[config.mk]
export PLATFORM = sky130hd
export DESIGN_NAME = spdif_tx
export DESIGN_NICKNAME = d
export VERILOG_FILES = /design/src/rtl/spdif_tx.sv
export SDC_FILE = /design/constraint.sdc
export NUM_CORES = 1
export LEC_CHECK = 0
export CAP_MARGIN = 10
export CORE_UTILIZATION = 45
export DETAILED_ROUTE_END_ITERATION = 6
export DONT_BUFFER_PORTS = 1
export PLACE_DENSITY_LB_ADDON = 0.08
export SLEW_MARGIN = 20
export SYNTH_ARGS = -nofsm -noshare
export SYNTH_HDL_FRONTEND = slang
export SYNTH_SLANG_ARGS = --single-unit
[constraint.sdc]
create_clock -name clk_i -period 2.7 [get_ports clk_i]
set_clock_uncertainty 0.2 [all_clocks]
set_input_delay 0.54 -clock clk_i [delete_from_list [all_inputs] [get_ports clk_i]]
set_output_delay 0.54 -clock clk_i [all_outputs]
set_load 0.05 [all_outputs]
[src/rtl/spdif_tx.sv]
// IEC 60958 consumer S/PDIF transmitter: stereo PCM in, biphase-mark line out.
// Holds one pending pair; frames, subframes and 192-frame blocks are sequenced here.
module spdif_tx #(
    parameter int          DATA_WIDTH = 24,
    parameter int          CLK_DIV    = 4,
    parameter logic [31:0] CS_WORD    = 32'h0000_0004
) (
    input  logic                  clk_i,
    input  logic                  srst_i,
    input  logic [DATA_WIDTH-1:0] left_i,
    input  logic [DATA_WIDTH-1:0] right_i,
    input  logic                  sample_valid_i,
    output logic                  sample_ready_o,
    output logic                  spdif_o,
    output logic                  block_start_o,
    output logic                  underrun_o
);

    localparam int DIV_W = $clog2(CLK_DIV);
    localparam int PAD   = 24 - DATA_WIDTH;
    localparam logic [7:0] PRE_B = 8'b1110_1000;
    localparam logic [7:0] PRE_M = 8'b1110_0010;
    localparam logic [7:0] PRE_W = 8'b1110_0100;

    logic [DIV_W-1:0]      div_q, div_d;
    logic [6:0]            hb_q, hb_d;
    logic [7:0]            frame_q, frame_d;
    logic                  hold_full_q, hold_full_d;
    logic [DATA_WIDTH-1:0] hold_l_q, hold_l_d;
    logic [DATA_WIDTH-1:0] hold_r_q, hold_r_d;
    logic [DATA_WIDTH-1:0] tx_l_q, tx_l_d;
    logic [DATA_WIDTH-1:0] tx_r_q, tx_r_d;
    logic                  spdif_q, spdif_d;
    logic                  pol_q, pol_d;
    logic                  block_start_q, block_start_d;
    logic                  underrun_q, underrun_d;

    logic                  tick;
    logic                  frame_start;
    logic                  accept;
    logic                  half;
    logic [4:0]            slot;
    logic                  sub;
    logic [4:0]            fidx;
    logic [2:0]            pidx;
    logic [DATA_WIDTH-1:0] sample;
    logic [23:0]           field;
    logic [7:0]            pre;
    logic                  c_bit;
    logic                  par;
    logic                  pol;
    logic                  data_bit;

    always_comb begin
        tick        = (div_q == '0);
        div_d       = tick ? DIV_W'(CLK_DIV - 1) : div_q - DIV_W'(1);
        half        = hb_q[0];
        slot        = hb_q[5:1];
        sub         = hb_q[6];
        fidx        = slot - 5'd4;
        pidx        = {slot[1:0], half};
        frame_start = tick && (hb_q == 7'd0);
        accept      = sample_valid_i && !hold_full_q;

        sample = sub ? tx_r_q : tx_l_q;
        field  = 24'(sample) << PAD;
        c_bit  = (frame_q < 8'd32) ? CS_WORD[frame_q[4:0]] : 1'b0;
        par    = (^field) ^ c_bit;
        pre    = sub ? PRE_W : ((frame_q == 8'd0) ? PRE_B : PRE_M);

        // Preamble polarity follows the line level left by the previous subframe
        pol = (slot == 5'd0 && !half) ? spdif_q : pol_q;

        unique case (1'b1)
            (slot >= 5'd4 && slot <= 5'd27): data_bit = field[fidx];
            (slot == 5'd30):                 data_bit = c_bit;
            (slot == 5'd31):                 data_bit = par;
            default:                         data_bit = 1'b0;
        endcase

        hb_d          = hb_q;
        frame_d       = frame_q;
        spdif_d       = spdif_q;
        pol_d         = pol_q;
        hold_full_d   = hold_full_q;
        hold_l_d      = hold_l_q;
        hold_r_d      = hold_r_q;
        tx_l_d        = tx_l_q;
        tx_r_d        = tx_r_q;
        block_start_d = 1'b0;
        underrun_d    = 1'b0;

        if (tick) begin
            hb_d  = hb_q + 7'd1;
            pol_d = pol;
            if (hb_q == 7'd127) begin
                frame_d = (frame_q == 8'd191) ? 8'd0 : frame_q + 8'd1;
            end
            if (slot < 5'd4) begin
                spdif_d = pre[3'd7 - pidx] ^ pol;
            end else if (!half) begin
                spdif_d = !spdif_q;
            end else begin
                spdif_d = spdif_q ^ data_bit;
            end
        end

        if (frame_start) begin
            block_start_d = (frame_q == 8'd0);
            underrun_d    = !hold_full_q;
            tx_l_d        = hold_full_q ? hold_l_q : '0;
            tx_r_d        = hold_full_q ? hold_r_q : '0;
            hold_full_d   = 1'b0;
        end

        // Accept only happens when empty, so it never collides with a load
        if (accept) begin
            hold_l_d    = left_i;
            hold_r_d    = right_i;
            hold_full_d = 1'b1;
        end
    end

    always_ff @(posedge clk_i) begin
        if (srst_i) begin
            div_q         <= '0;
            hb_q          <= '0;
            frame_q       <= '0;
            hold_full_q   <= 1'b0;
            hold_l_q      <= '0;
            hold_r_q      <= '0;
            tx_l_q        <= '0;
            tx_r_q        <= '0;
            spdif_q       <= 1'b0;
            pol_q         <= 1'b0;
            block_start_q <= 1'b0;
            underrun_q    <= 1'b0;
        end else begin
            div_q         <= div_d;
            hb_q          <= hb_d;
            frame_q       <= frame_d;
            hold_full_q   <= hold_full_d;
            hold_l_q      <= hold_l_d;
            hold_r_q      <= hold_r_d;
            tx_l_q        <= tx_l_d;
            tx_r_q        <= tx_r_d;
            spdif_q       <= spdif_d;
            pol_q         <= pol_d;
            block_start_q <= block_start_d;
            underrun_q    <= underrun_d;
        end
    end

    assign sample_ready_o = !hold_full_q;
    assign spdif_o        = spdif_q;
    assign block_start_o  = block_start_q;
    assign underrun_o     = underrun_q;

endmodule

==> flow_summary.yaml, run 1 <==
# synthesis and place-and-route metrics
status:
  status: "completed"
setup_path:
  cp_slowest_cell: "sky130_fd_sc_hd__mux4_2"
  critPathMostFrequentCell: "sky130_fd_sc_hd__mux4_2"
  timing.critical_path.fanout_max: 5
  cp-end-kind: "flop"
  critical-path-top-delay-family: "multiplexers"
  critPathBufInv: 0
  worstPathCellList: "mux4_2 > mux4_2 > o211ai_2 > a21oi_2 > a311oi_2 > o21ai_1 > a22o_1 > a32o_1"
  cp_data_required_time_ps: 2800
  worst_path_largest_cell_delay_ps: 520
  timing.critical_path.arrival_ps: 2780
  critical_path_class: "reg2reg"
  critical_path.startpoint_type: "flop"
clocking:
  numCtsBuffers: 17
  tritoncts: "yes"
  clk_path_buf_depth: 2
  cts.htree.levels: 4
  cts-root-buf: "sky130_fd_sc_hd__clkbuf_16"
  numClockSinks: 119
  clock_edge_transition_at_the_registers_on_the_reported_setup_and_hold_paths_ps: 60
final_layout:
  insertedDiodeCount: 0
  drive_above_1_share: 0.134
  area_delta_synth_final_pct: 16.7
  fillers: 1039
  final_nets: 606
placement:
  number_of_port_buffers: 0
  place_hpwl_um: 7750
  place.gp.congestion: 0.824
  placement.setup.worst_slack_ps: -66.8
yosys:
  synth_top_cell_by_area: "sky130_fd_sc_hd__dfxtp_1"
  synth-edff-count: 0
  syn_avg_cell_area_um2: 9.55
  post_synth_num_cell_types: 43
  ys_cells: 543
  summed_standard_cell_area_reported_by_yosys_mm2: 0.00519
  synth.yosys.seq_area_share: 0.459
  yosys.area.top_type_share: 0.459
  post_synth_instance_area_mm2: 0.00519
  synthTopCellsByCount: "sky130_fd_sc_hd__dfxtp_1, sky130_fd_sc_hd__nand2_1, sky130_fd_sc_hd__a21oi_1"
  synthMostInstantiatedCell: "sky130_fd_sc_hd__dfxtp_1"
  fp_nets: 604
  yosys_register_bits: 119
  ys_warn_count: 0
  ys.flop_type: "sky130_fd_sc_hd__dfxtp_1"
  topCellsByArea: "sky130_fd_sc_hd__dfxtp_1, sky130_fd_sc_hd__a22o_1, sky130_fd_sc_hd__nand2_1"
  synth_cells: 543
  asyncSetResetFlopFracSynth: 0
power:
  power_switching_share: 0.249
  cellPowerDensity_mw_per_mm2: 771
  switching_power_uw: 1160
  power.sequential.fraction: 0.408
  power_report.internal_total_uw: 3510
  static-leakage-power_uw: 0.00244
  combinationalPowerShare: 0.094
floorplanning:
  die_area_mm2: 0.0120
  dieWidth_um: 109
  io_pins: 55
  floorplanUtilization: 0.470
final_timing:
  final_setup_violations: 0
  max_slew_margin: 0.625
  finalCritPeriodShare: 0.993
  fin_hold_viols: 0
  slew_viol_final: 0
  layout_setup_ws_ps: 19.2
  final_period_minus_worst_setup_slack_ps: 2680
  rsz0062_at_grt: "true"
  worst_slew_pin_slew_ps: 562
  tns_ps: 0
  maxClockFrequency_mhz: 373
detailed_routing:
  routed_via_density: 5.41
  antenna_violating_nets_post_route: 0
  drc: 0
  first_iter_violations: 176
  drt_first_pass_iters: 4
global_routing:
  antenna_found_initial: 0
  maximum_number_of_pins_on_one_net_before_global_route_repair: 62
  first_global_vias: 3605
  wire_length_of_the_first_global_routing_pass_um: 18600
  grt_overflow_total: 0
job:
  drv.max_cap_violation_count: 0
  warning_count: 34
worst_hold_path:
  worstHoldPathType: "in2reg"
==> run 1: metrics by stage <==
stage / std cells / total power, µW / util / instance area [µm²] / hold slack [ps]
after global routing: 698 / 4840 / 0.549 / 6060 / 45.7
after detailed placement: 662 / 2360 / 0.489 / 5400 / 242
after CTS: 698 / 4720 / 0.549 / 6050 / 32.2
after floorplan: 543 / 2240 / - / 5190 / 226
after global placement: 662 / 2350 / 0.489 / 5400 / 241
final: 698 / 4670 / 0.549 / 6060 / 51.9
==> run 1: what timing repair did <==
item	CTS	global route
hold buffers	2	0
buffers inserted	2	0
resized	6	2
pin swaps	4	3
hold endpoints to repair	61	0
endpoints found under the setup margin	1	3
==> run 1: per-layer routing <==
metal | wire (µm) | GRT usage | share of wire
met1 | 5370 | 0.259 | 0.47
met2 | 5400 | 0.341 | 0.47
met3 | 495 | 0.0670 | 0.043
met4 | 187 | 0.0810 | 0.016
met5 | 0 | 0 | 0
==> run 1: power groups by stage <==
stage               registers [µW]  clock network [µW]  logic (µW)
floorplan                     1940                   0         310
global placement              1940                   0         406
detailed placement            1940                   0         414
CTS                           1910                2370         445
global route                  1920                2440         491
finish                        1910                2330         440
==> run 1: logic make-up (layout without fill, tap and decap cells) <==
logic type      count (synthesis)  count (layout)  share of synthesized area
buf+inv                        53              68                     0.0412
fa+ha+maj                      10              10                     0.0241
flops                         119             119                      0.459
simple gates                  161             161                      0.130
mux                            31              31                     0.0958
compound gates                119             119                      0.160
xor+xnor                       50              50                     0.0897
==> run 1: registers in the layout, indices dropped and copies added, names as in the netlist, named ones only <==
signal / flops
hold_l_q: 24
hold_r_q: 24
tx_l_q: 24
tx_r_q: 24
frame_q: 8
hb_q: 7
div_q: 2
block_start_o: 1
hold_full_q: 1
pol_q: 1
spdif_o: 1
underrun_o: 1
==> run 1: final cells by class <==
cell class,instances,area [µm²],share of cell area
Sequential cell,119,2390,0.394
Tap cell,140,175,0.0289
Timing Repair Buffer,24,228,0.0376
Inverter,12,45.0,0.00744
Multi-Input combinational cell,371,2610,0.431
Clock buffer,19,443,0.0731
Clock inverter,13,169,0.0279
==> run 1: worst paths after layout <==
kind	from	to	slack (ps)	cells after the start
min	right_i[23]	hold_r_q[23]	50	2
min reg2reg	hold_l_q[0]	hold_l_q[0]	250	2
max reg2reg	hb_q[2]	spdif_o	20	8
max	hb_q[2]	spdif_o	20	8
==> run 1: layout by cell type, fill, tap and decap left out, drive strengths merged, types with 2 or more instances in the layout <==
| master | instances |
|---|---|
| xnor2 | 20 |
| nand2 | 108 |
| xor2 | 28 |
| a311oi | 2 |
| dfxtp | 119 |
| inv | 16 |
| o21ai | 2 |
| o211ai | 2 |
| a21oi | 56 |
| buf | 23 |
| nor2 | 25 |
| a22o | 49 |
| clkinvlp | 4 |
| or3 | 2 |
| nand4 | 5 |
| bufinv | 3 |
| nand3 | 5 |
| clkinv | 2 |
| xnor3 | 2 |
| clkbuf | 19 |
| mux2i | 17 |
| and3 | 2 |
| a211oi | 2 |
| nor4 | 3 |
| mux4 | 13 |
| nor3 | 3 |
| ha | 10 |
| nor2b | 3 |
==> run_1/floorplan.png <==
The bar under the picture is 20 µm long. Pins as bars on the die edge.
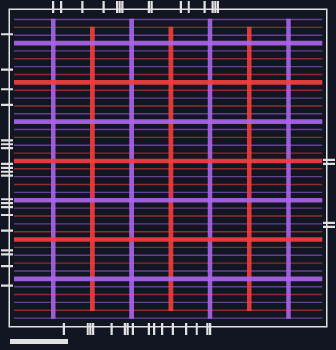
colour	net
purple	VSS
red	VDD
rows	38
met5 straps	7
met1 rails	39
met4 straps	7
Peak VDD IR: 540 µV
area of the core: 0.0110 mm²
Die Y: 109 µm

==> run_1/class_map.png <==
Fill, decap, tap and diode cells in grey.
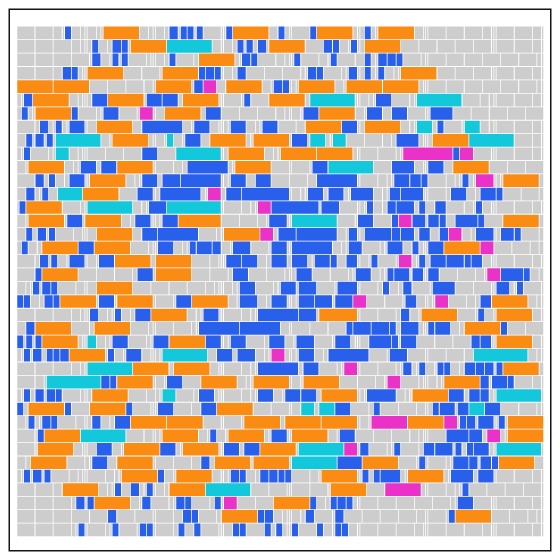
colour	class	cells	share of their area
magenta	remaining buffers and delay cells	24	3.9%
orange	sequential cells	119	41%
cyan	clock drivers and dummy loads	32	10%
blue	remaining logic cells	383	45%
number of rows created at floorplan: 38
final standard cell area without fillers: 0.00606 mm²
sequential share of cell area: 0.394
final core utilization: 0.549

==> run_1/clock_wires.png <==
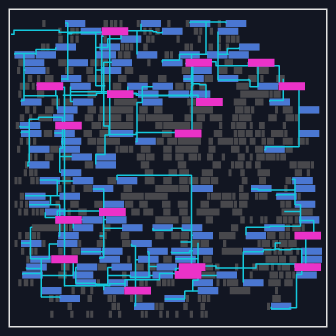
[magenta] clock-net drivers | count: 17
[cyan] clock wires | length: 1540 µm
[blue] flip-flops | count: 119
routed clock nets	18
flops lie	widely spread
share of total power in the clock network: 0.498
Insertion Delay late pin: 420 ps
clock group total power: 2330 µW

==> run_1/layers.png <==
The bar under the picture is 20 µm long. Two of the layers only.
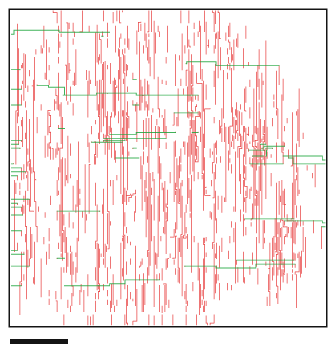
colour	layer	wire length
red	M2	5400 µm
green	M3	495 µm
overall fraction of global-route tracks in use: 0.210
Routed wire per std cell: 16.4 µm
final WL: 11500 µm
total number of vias: 3779

==> run_1/clock_nets.png <==
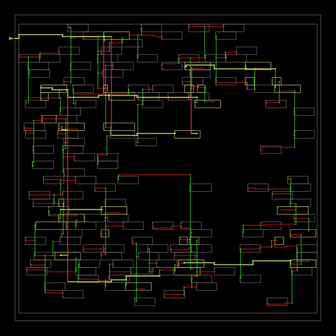

## Run 2: what changed since run 1
- SKIP_CTS_REPAIR_TIMING: not set -> 1
==> run_2/clock_nets.png <==
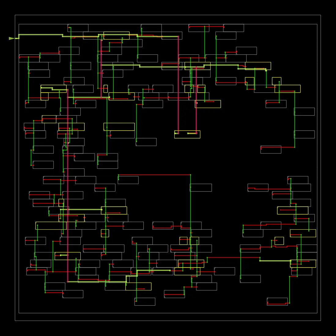
clock buffer count in the final layout: 19
number of sinks driven by the clock tree: 119
number of buffers created by CTS: 17
registers: 119

==> run_2/class_map.png <==
Fill, decap, tap and diode cells in grey.
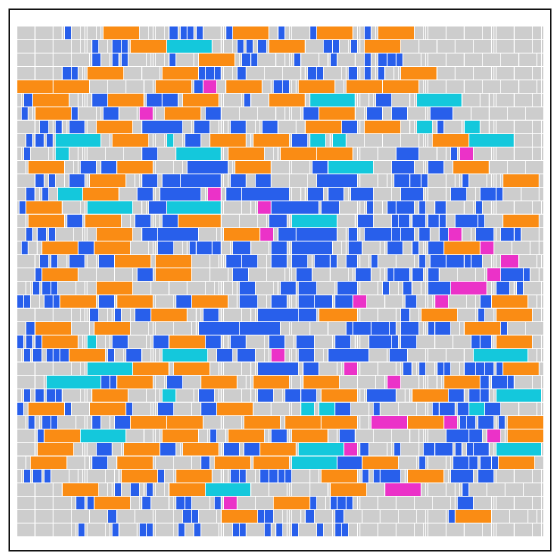
colour	class	cells	share of their area
cyan	clock drivers and dummy loads	32	10%
orange	sequential cells	119	41%
blue	remaining logic cells	383	45%
magenta	remaining buffers and delay cells	22	3.5%
final standard cell area without fillers: 0.00603 mm²
sequential share of cell area: 0.396

==> run 2 against run 1 <==
Against the previous run: the flow now finishes with violations (negative setup slack); utilization is 0.20 points lower; combinational power is 2% lower; total power shrank 0.15%; register-to-register slack got worse by 80 ps; largest cell class unchanged; maximum frequency decreased by 2.9%; via count barely moved; cell count is 0.29% lower; die size is the same; synthesized cell count is the same; sequential share of layout area increased by 0.15 points; global-route usage shrank 0.38 points.
==> flow_summary.yaml, run 2 <==
# synthesis and place-and-route metrics
job:
  drv.max_cap_violation_count: 0
  warning_count: 33
yosys:
  fp_nets: 604
  synthMostInstantiatedCell: "sky130_fd_sc_hd__dfxtp_1"
  summed_standard_cell_area_reported_by_yosys_mm2: 0.00519
  syn_avg_cell_area_um2: 9.55
  synth_top_cell_by_area: "sky130_fd_sc_hd__dfxtp_1"
  post_synth_num_cell_types: 43
  synthTopCellsByCount: "sky130_fd_sc_hd__dfxtp_1, sky130_fd_sc_hd__nand2_1, sky130_fd_sc_hd__a21oi_1"
  asyncSetResetFlopFracSynth: 0
  synth_cells: 543
  synth.yosys.seq_area_share: 0.459
  topCellsByArea: "sky130_fd_sc_hd__dfxtp_1, sky130_fd_sc_hd__a22o_1, sky130_fd_sc_hd__nand2_1"
  post_synth_instance_area_mm2: 0.00519
  ys_warn_count: 0
  ys.flop_type: "sky130_fd_sc_hd__dfxtp_1"
  synth-edff-count: 0
  yosys.area.top_type_share: 0.459
final_layout:
  finish.utilization: 0.547
  most_common_cell_after_layout_fill_and_taps_aside: "sky130_fd_sc_hd__dfxtp_1"
  final_cell_count_no_fill: 696
  insertedDiodeCount: 0
  final_nets: 604
  area_delta_synth_final_pct: 16.3
  commonest_non_fill_non_tap_cells_in_the_layout: "sky130_fd_sc_hd__dfxtp_1, sky130_fd_sc_hd__nand2_1, sky130_fd_sc_hd__a21oi_1"
  drive_above_1_share: 0.131
setup_path:
  critPathBufInv: 0
  r2r_start: "hb_q[2]"
  critPathMostFrequentCell: "sky130_fd_sc_hd__mux4_2"
  cp-end-kind: "flop"
  cp_slowest_cell: "sky130_fd_sc_hd__mux4_2"
  critical_path_class: "reg2reg"
  timing.critical_path.fanout_max: 5
  worstPathCellList: "mux4_2 > mux4_2 > o211ai_2 > a21oi_2 > a311oi_2 > o21ai_1 > a22o_1 > a32o_1"
  worst-r2r-cell-count: 8
  worst_path_largest_cell_delay_ps: 520
  timing.critical_path.depth: 8
  critical_path.startpoint_type: "flop"
  crit-reg2reg-capture: "spdif_o"
  critical-path-top-delay-family: "AND-OR/OR-AND gates"
  cp_data_required_time_ps: 2810
  timing.reg2reg.setup_slack_ps: -60
clocking:
  clkLatencyLatePin_ps: 420
  clock_edge_transition_at_the_registers_on_the_reported_setup_and_hold_paths_ps: 60
  cts.htree.levels: 4
  clk_path_buf_depth: 2
  tritoncts: "yes"
placement:
  place.gp.congestion: 0.824
  place.detailed.instances: 662
  placement.setup.worst_slack_ps: -66.8
  number_of_port_buffers: 0
  place_hpwl_um: 7750
global_routing:
  gr-usage-met3: 0.0616
  overall_fraction_of_global_route_tracks_in_use: 0.206
  wire_length_of_the_first_global_routing_pass_um: 18300
  antenna_found_initial: 0
  grt.met2_usage: 0.334
  first_global_vias: 3543
  grt-busiest-layer: "met2"
  grt_overflow_total: 0
  groute.layer.met1.usage: 0.258
final_timing:
  maxClockFrequency_mhz: 362
  tns_ps: -60.5
  post_route_worst_hold_slack_ps: 15.0
  fin_hold_viols: 0
  final_setup_violations: 1
  final_period_minus_worst_setup_slack_ps: 2760
  rsz0062_at_grt: "true"
  max_slew_margin: 0.533
  layout_setup_ws_ps: -60.5
  worst_slew_pin_slew_ps: 698
  slew_viol_final: 0
  finalCritPeriodShare: 1.02
floorplanning:
  rows: 38
  die_h_um: 109
  dieWidth_um: 109
  design.core.area_mm2: 0.0110
  io_pins: 55
  die_area_mm2: 0.0120
detailed_routing:
  route.vias.total: 3780
  drc: 0
  drt_first_pass_iters: 4
  antenna_violating_nets_post_route: 0
  routed_wire_per_std_cell_um: 16.6
  totalWireLength_um: 11500
power:
  cellPowerDensity_mw_per_mm2: 773
  static-leakage-power_uw: 0.00243
  worst_ir_drop_vdd_uv: 543
status:
  status: "complete, but fails checks"
  failing_checks: "negative setup slack"
worst_hold_path:
  min_path_cells: 1
  hold_end: "hb_q[6]"
  timing.hold.worst.start: "srst_i"
-- run 2: layout make-up --
type / count / area (µm²)
Timing Repair Buffer: 22 / 205
Inverter: 12 / 45.0
Fill cell: 1041 / 5000
Clock inverter: 13 / 169
Tap cell: 140 / 175
Clock buffer: 19 / 443
Sequential cell: 119 / 2390
Multi-Input combinational cell: 371 / 2610
-- run 2: worst max path at each step --
stage	start	end	slack [ps]
6_report	hb_q[2]	spdif_o	-60
5_1_grt	hb_q[2]	spdif_o	-110
4_1_cts	hb_q[2]	spdif_o	-80
3_5_place_dp	hb_q[2]	spdif_o	-70
3_3_place_gp	hb_q[2]	spdif_o	-20
2_1_floorplan	hb_q[2]	spdif_o	10
-- run 2: cell families (layout without fill, tap and decap cells) --
family                   count (synthesis)  count (layout)  share of synthesized area
AND/OR/NAND/NOR                        161             161                      0.130
AND-OR/OR-AND                          119             119                      0.160
flip-flops                             119             119                      0.459
buffers and inverters                   53              66                     0.0412
XOR/XNOR                                50              50                     0.0897
multiplexers                            31              31                     0.0958
adder cells (fa/ha/maj)                 10              10                     0.0241
-- run 2: where the power goes --
| group | internal, µW | total, µW | switching [µW] |
|---|---|---|---|
| Sequential | 1840 | 1910 | 68.3 |
| Combinational | 176 | 432 | 255 |
| Clock | 1480 | 2330 | 842 |
-- run 2: per-stage QoR --
stage,area [µm²],power [µW]
CTS,6010,4690
detailed placement,5400,2360
floorplan,5190,2240
finish,6030,4660
global route,6030,4830
global placement,5400,2350
-- run 2: layer usage --
layer,share of wire,up-vias
li1,-,1899
met1,0.48,1816
met2,0.47,49
met3,0.031,16
met4,0.015,0
met5,0,-
No activity file was given, so power comes from the tool's default toggle rates.
